===== src/rtl/ps2_rx_frame.sv =====
// PS/2 receive front end: pin synchronisers, clock glitch filter, falling-edge
// detector and an 11-bit frame assembler (start, 8 data LSB-first, odd parity,
// stop) with a watchdog for truncated frames.
// Optional feature macro: PS2_PARITY_CHECK_EN (defined = parity verified,
// err_code 10 possible; undefined = parity bit sampled but ignored).
module ps2_rx_frame #(
  parameter int unsigned FILTER_LEN  = 8,
  parameter int unsigned TIMEOUT_CYC = 20000
) (
  input  logic       clk,
  input  logic       reset,
  input  logic       ps2c,
  input  logic       ps2d,
  input  logic       rx_en,
  output logic [7:0] dout,
  output logic       rx_done_tick,
  output logic       frame_err_tick,
  output logic [1:0] err_code,
  output logic       busy
);

  localparam int unsigned WdW = $clog2(TIMEOUT_CYC + 1);

  typedef enum logic [1:0] {StIdle, StData, StParity, StStop} state_e;

  state_e                state_q, state_d;
  logic                  c_s1_q, c_s2_q, d_s1_q, d_s2_q;
  logic [FILTER_LEN-1:0] filt_q, filt_d;
  logic                  fc_q, fc_d;
  logic                  fall_q, fall_d;
  logic [7:0]            sreg_q, sreg_d;
  logic [2:0]            bit_cnt_q, bit_cnt_d;
  logic                  par_q, par_d;
  logic [WdW-1:0]        wd_q, wd_d;
  logic [7:0]            dout_q, dout_d;
  logic                  done_q, done_d;
  logic                  err_q, err_d;
  logic [1:0]            code_q, code_d;
  logic                  start_ok;
  logic                  wd_hit;
  logic                  timeout;
  logic                  par_ok;

  // Two-flop synchronisers for both pins, idle-high after reset.
  always_ff @(posedge clk or negedge reset) begin
    if (!reset) begin
      c_s1_q <= 1'b1;
      c_s2_q <= 1'b1;
      d_s1_q <= 1'b1;
      d_s2_q <= 1'b1;
    end else begin
      c_s1_q <= ps2c;
      c_s2_q <= c_s1_q;
      d_s1_q <= ps2d;
      d_s2_q <= d_s1_q;
    end
  end

  // Glitch filter: fc only changes after FILTER_LEN equal samples; fall is a
  // registered pulse that lines up with fc dropping.
  always_comb begin
    filt_d = {filt_q[FILTER_LEN-2:0], c_s2_q};
    fc_d   = fc_q;
    if (filt_q == '0) begin
      fc_d = 1'b0;
    end else if (&filt_q) begin
      fc_d = 1'b1;
    end
    fall_d = fc_q & ~fc_d;
  end

  // Filter state register.
  always_ff @(posedge clk or negedge reset) begin
    if (!reset) begin
      filt_q <= '1;
      fc_q   <= 1'b1;
      fall_q <= 1'b0;
    end else begin
      filt_q <= filt_d;
      fc_q   <= fc_d;
      fall_q <= fall_d;
    end
  end

  assign start_ok = fall_q & rx_en & ~d_s2_q;
  // Compare against TIMEOUT_CYC-2 so the registered tick lands exactly
  // TIMEOUT_CYC cycles after the last fall pulse.
  assign wd_hit   = (wd_q == WdW'(TIMEOUT_CYC - 2));
  assign timeout  = (state_q != StIdle) & ~fall_q & wd_hit;
  assign par_ok   = ^{sreg_q, par_q};

`ifndef PS2_PARITY_CHECK_EN
  logic unused_par_ok;
  assign unused_par_ok = par_ok;
`endif

  // FSM state register.
  always_ff @(posedge clk or negedge reset) begin
    if (!reset) begin
      state_q <= StIdle;
    end else begin
      state_q <= state_d;
    end
  end

  // FSM next-state logic; the watchdog overrides any in-frame state.
  always_comb begin
    state_d = state_q;
    unique case (state_q)
      StIdle:   if (start_ok) state_d = StData;
      StData:   if (fall_q && bit_cnt_q == 3'd7) state_d = StParity;
      StParity: if (fall_q) state_d = StStop;
      StStop:   if (fall_q) state_d = StIdle;
      default:  state_d = StIdle;
    endcase
    if (timeout) state_d = StIdle;
  end

  // Datapath next-state: shift register, counters, result and tick flops.
  always_comb begin
    sreg_d    = sreg_q;
    bit_cnt_d = bit_cnt_q;
    par_d     = par_q;
    dout_d    = dout_q;
    code_d    = code_q;
    done_d    = 1'b0;
    err_d     = 1'b0;
    wd_d      = (state_q == StIdle || fall_q) ? '0 : wd_q + 1'b1;
    unique case (state_q)
      StIdle: begin
        if (start_ok) bit_cnt_d = 3'd0;
      end
      StData: begin
        if (fall_q) begin
          sreg_d    = {d_s2_q, sreg_q[7:1]};
          bit_cnt_d = bit_cnt_q + 3'd1;
        end
      end
      StParity: begin
        if (fall_q) par_d = d_s2_q;
      end
      StStop: begin
        if (fall_q) begin
          if (!d_s2_q) begin
            err_d  = 1'b1;
            code_d = 2'b01;
`ifdef PS2_PARITY_CHECK_EN
          end else if (!par_ok) begin
            err_d  = 1'b1;
            code_d = 2'b10;
`endif
          end else begin
            done_d = 1'b1;
            dout_d = sreg_q;
            code_d = 2'b00;
          end
        end
      end
      default: ;
    endcase
    if (timeout) begin
      err_d  = 1'b1;
      code_d = 2'b11;
    end
  end

  // Datapath register.
  always_ff @(posedge clk or negedge reset) begin
    if (!reset) begin
      sreg_q    <= '0;
      bit_cnt_q <= '0;
      par_q     <= 1'b0;
      wd_q      <= '0;
      dout_q    <= '0;
      done_q    <= 1'b0;
      err_q     <= 1'b0;
      code_q    <= 2'b00;
    end else begin
      sreg_q    <= sreg_d;
      bit_cnt_q <= bit_cnt_d;
      par_q     <= par_d;
      wd_q      <= wd_d;
      dout_q    <= dout_d;
      done_q    <= done_d;
      err_q     <= err_d;
      code_q    <= code_d;
    end
  end

  // Outputs: busy follows the FSM, everything else is registered.
  always_comb begin
    busy           = (state_q != StIdle);
    dout           = dout_q;
    rx_done_tick   = done_q;
    frame_err_tick = err_q;
    err_code       = code_q;
  end

endmodule


===== config.mk =====
export PLATFORM = sky130hd
export DESIGN_NAME = ps2_rx_frame
export DESIGN_NICKNAME = d
export VERILOG_FILES = /design/src/rtl/ps2_rx_frame.sv
export SDC_FILE = /design/constraint.sdc
export NUM_CORES = 1
export LEC_CHECK = 0
export CORE_ASPECT_RATIO = 1.4
export CORE_MARGIN = 2
export CORE_UTILIZATION = 55
export CTS_CLUSTER_SIZE = 40
export DETAILED_ROUTE_END_ITERATION = 8
export PLACE_DENSITY = 0.75
export SYNTH_ARGS = -nofsm -noshare
export SYNTH_HDL_FRONTEND = slang
export SYNTH_SLANG_ARGS = --single-unit
export TNS_END_PERCENT = 50

===== constraint.sdc =====
create_clock -name clk -period 2.52 [get_ports clk]
set_input_delay 0.378 -clock clk [delete_from_list [all_inputs] [get_ports clk]]
set_output_delay 0.378 -clock clk [all_outputs]
set_load 0.05 [all_outputs]

### Power grid

Drawn at 6 px/um. Pins as bars on the die edge.
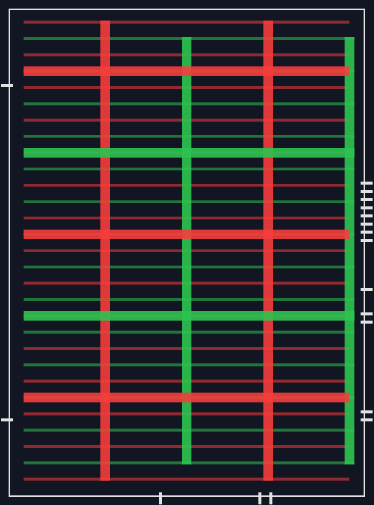
[green] VDD
[red] VSS
signal pins: 18
met1 rails: 29
met5 straps: 5
rows: 28
die extent in x: 58.9 um
die height: 80.9 um
Worst VDD drop: 442 uV
core footprint: 4130 um^2

### Cell density map

Drawn at 3 px/um. 6 x 8 tiles, from white (low) to dark blue (high), 0 to 100% covered.
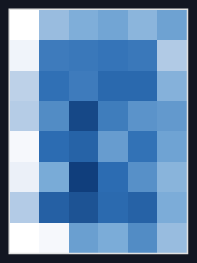
emptiest ninth of the die: south-west
fullest tile: 94%
tiles over 75% full: 23%
nearly empty tiles: 4.2%
mean over tiles: 54%
utilization after layout: 0.636
fp util: 0.562

### Track usage over the die

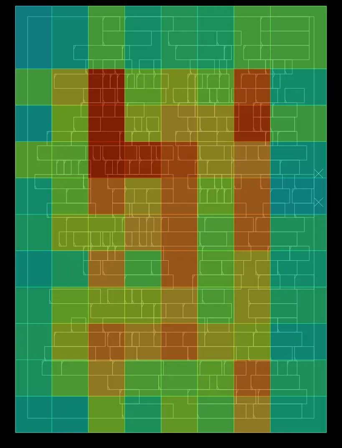
GR Util met1: 0.203
grt met3 use: 0.0462

-- metal layers --
metal | global-route usage | up-vias | wire [um]
met5 | 0 | - | 0
met4 | 0.0705 | 0 | 70
met3 | 0.0462 | 8 | 147
met2 | 0.322 | 32 | 1990
met1 | 0.203 | 747 | 1490
li1 | - | 705 | -
-- power groups by stage --
stage / Clock, W / Combinational [W] / Sequential, W
finish: 0.000503 / 0.000470 / 0.000992
global route: 0.000557 / 0.000530 / 0.00100
CTS: 0.000526 / 0.000477 / 0.000993
detailed placement: 0 / 0.000472 / 0.00101
global placement: 0 / 0.000453 / 0.00100
floorplan: 0 / 0.000367 / 0.000996
==> flow_metrics.env <==
# implementation run metrics
export IMPL_pwr_share_comb=0.239
export IMPL_reg2reg_from="state_q[1]"
export IMPL_yosysUniqueCellTypes=38
export IMPL_synthesis_area_um2=2320
export IMPL_clkLatencyLatePin_ns=0.31
export IMPL_ys_sh_aoi=0.0522
export IMPL_max_freq_mhz=423
export IMPL_reg2reg_to="frame_err_tick"
export IMPL_mostFrequentLayoutCells="dfrtp_1 (41), nor2_1 (18), mux2_2 (17)"
export IMPL_place_gp_congestion=0.803
export IMPL_sh_comb_area=0.341
export IMPL_synth_top_area_share=0.442
export IMPL_area_delta_synth_final_pct=13.1
export IMPL_lay_top_count="dfrtp_1"
export IMPL_violations="design-rule violations"
export IMPL_grtUsageTotal=0.181
export IMPL_ff_type="dfrtp_1"
export IMPL_hold_viol_final=0
export IMPL_top_cell="dfrtp_1"
export IMPL_dr_pass1_iters=6
export IMPL_grt_max_degree=43
export IMPL_critPathBufInv=3
export IMPL_antenna_found_initial=0
export IMPL_clock_buffers=5
export IMPL_postSynthAreaPerCell_um2=12.2
export IMPL_drcViolationCount=2
export IMPL_status="finished, violations left"
export IMPL_dieArea_um2=4770
export IMPL_power_switching_w=0.000637
export IMPL_crit_required_ns=2.14
export IMPL_cts_hold_buf=0
export IMPL_p_int_w=0.00133
export IMPL_dpl_cell_area_um2=2530
export IMPL_fin_ws_ns=0.154
export IMPL_inverters=8
export IMPL_grt_pass1_wl_um=6510
export IMPL_cp_top_family="buffers and inverters"
export IMPL_ff_count=54
export IMPL_largest_cell_class="registers"
export IMPL_period_minus_slack_ns=2.37
export IMPL_fillers=335
export IMPL_setup_viol=0
export IMPL_taps=45
export IMPL_rows=28
export IMPL_n_all_buffers=19
export IMPL_async_reset_ff_frac=1.00
export IMPL_slowest_stage="clkdlybuf4s50_1"
export IMPL_cpPeakStageDelay_ns=0.79
export IMPL_multi_input_comb_cells=124
export IMPL_synth_warnings=0
export IMPL_syn_inst=191
export IMPL_seq_cell_share=0.520
export IMPL_ys_ff=54
export IMPL_ys_seq_frac=0.589
export IMPL_drt_iter0_markers=63
export IMPL_cts_repair_resized=0
export IMPL_io_buffers=17
export IMPL_tritoncts="yes"
export IMPL_max_slew_margin=0.406
export IMPL_place_ws_ns=0.501
export IMPL_period_used=0.939
export IMPL_root_buffer="clkbuf_8"
export IMPL_post_cts_buffers=0
Power is estimated from default activity; no workload was simulated.
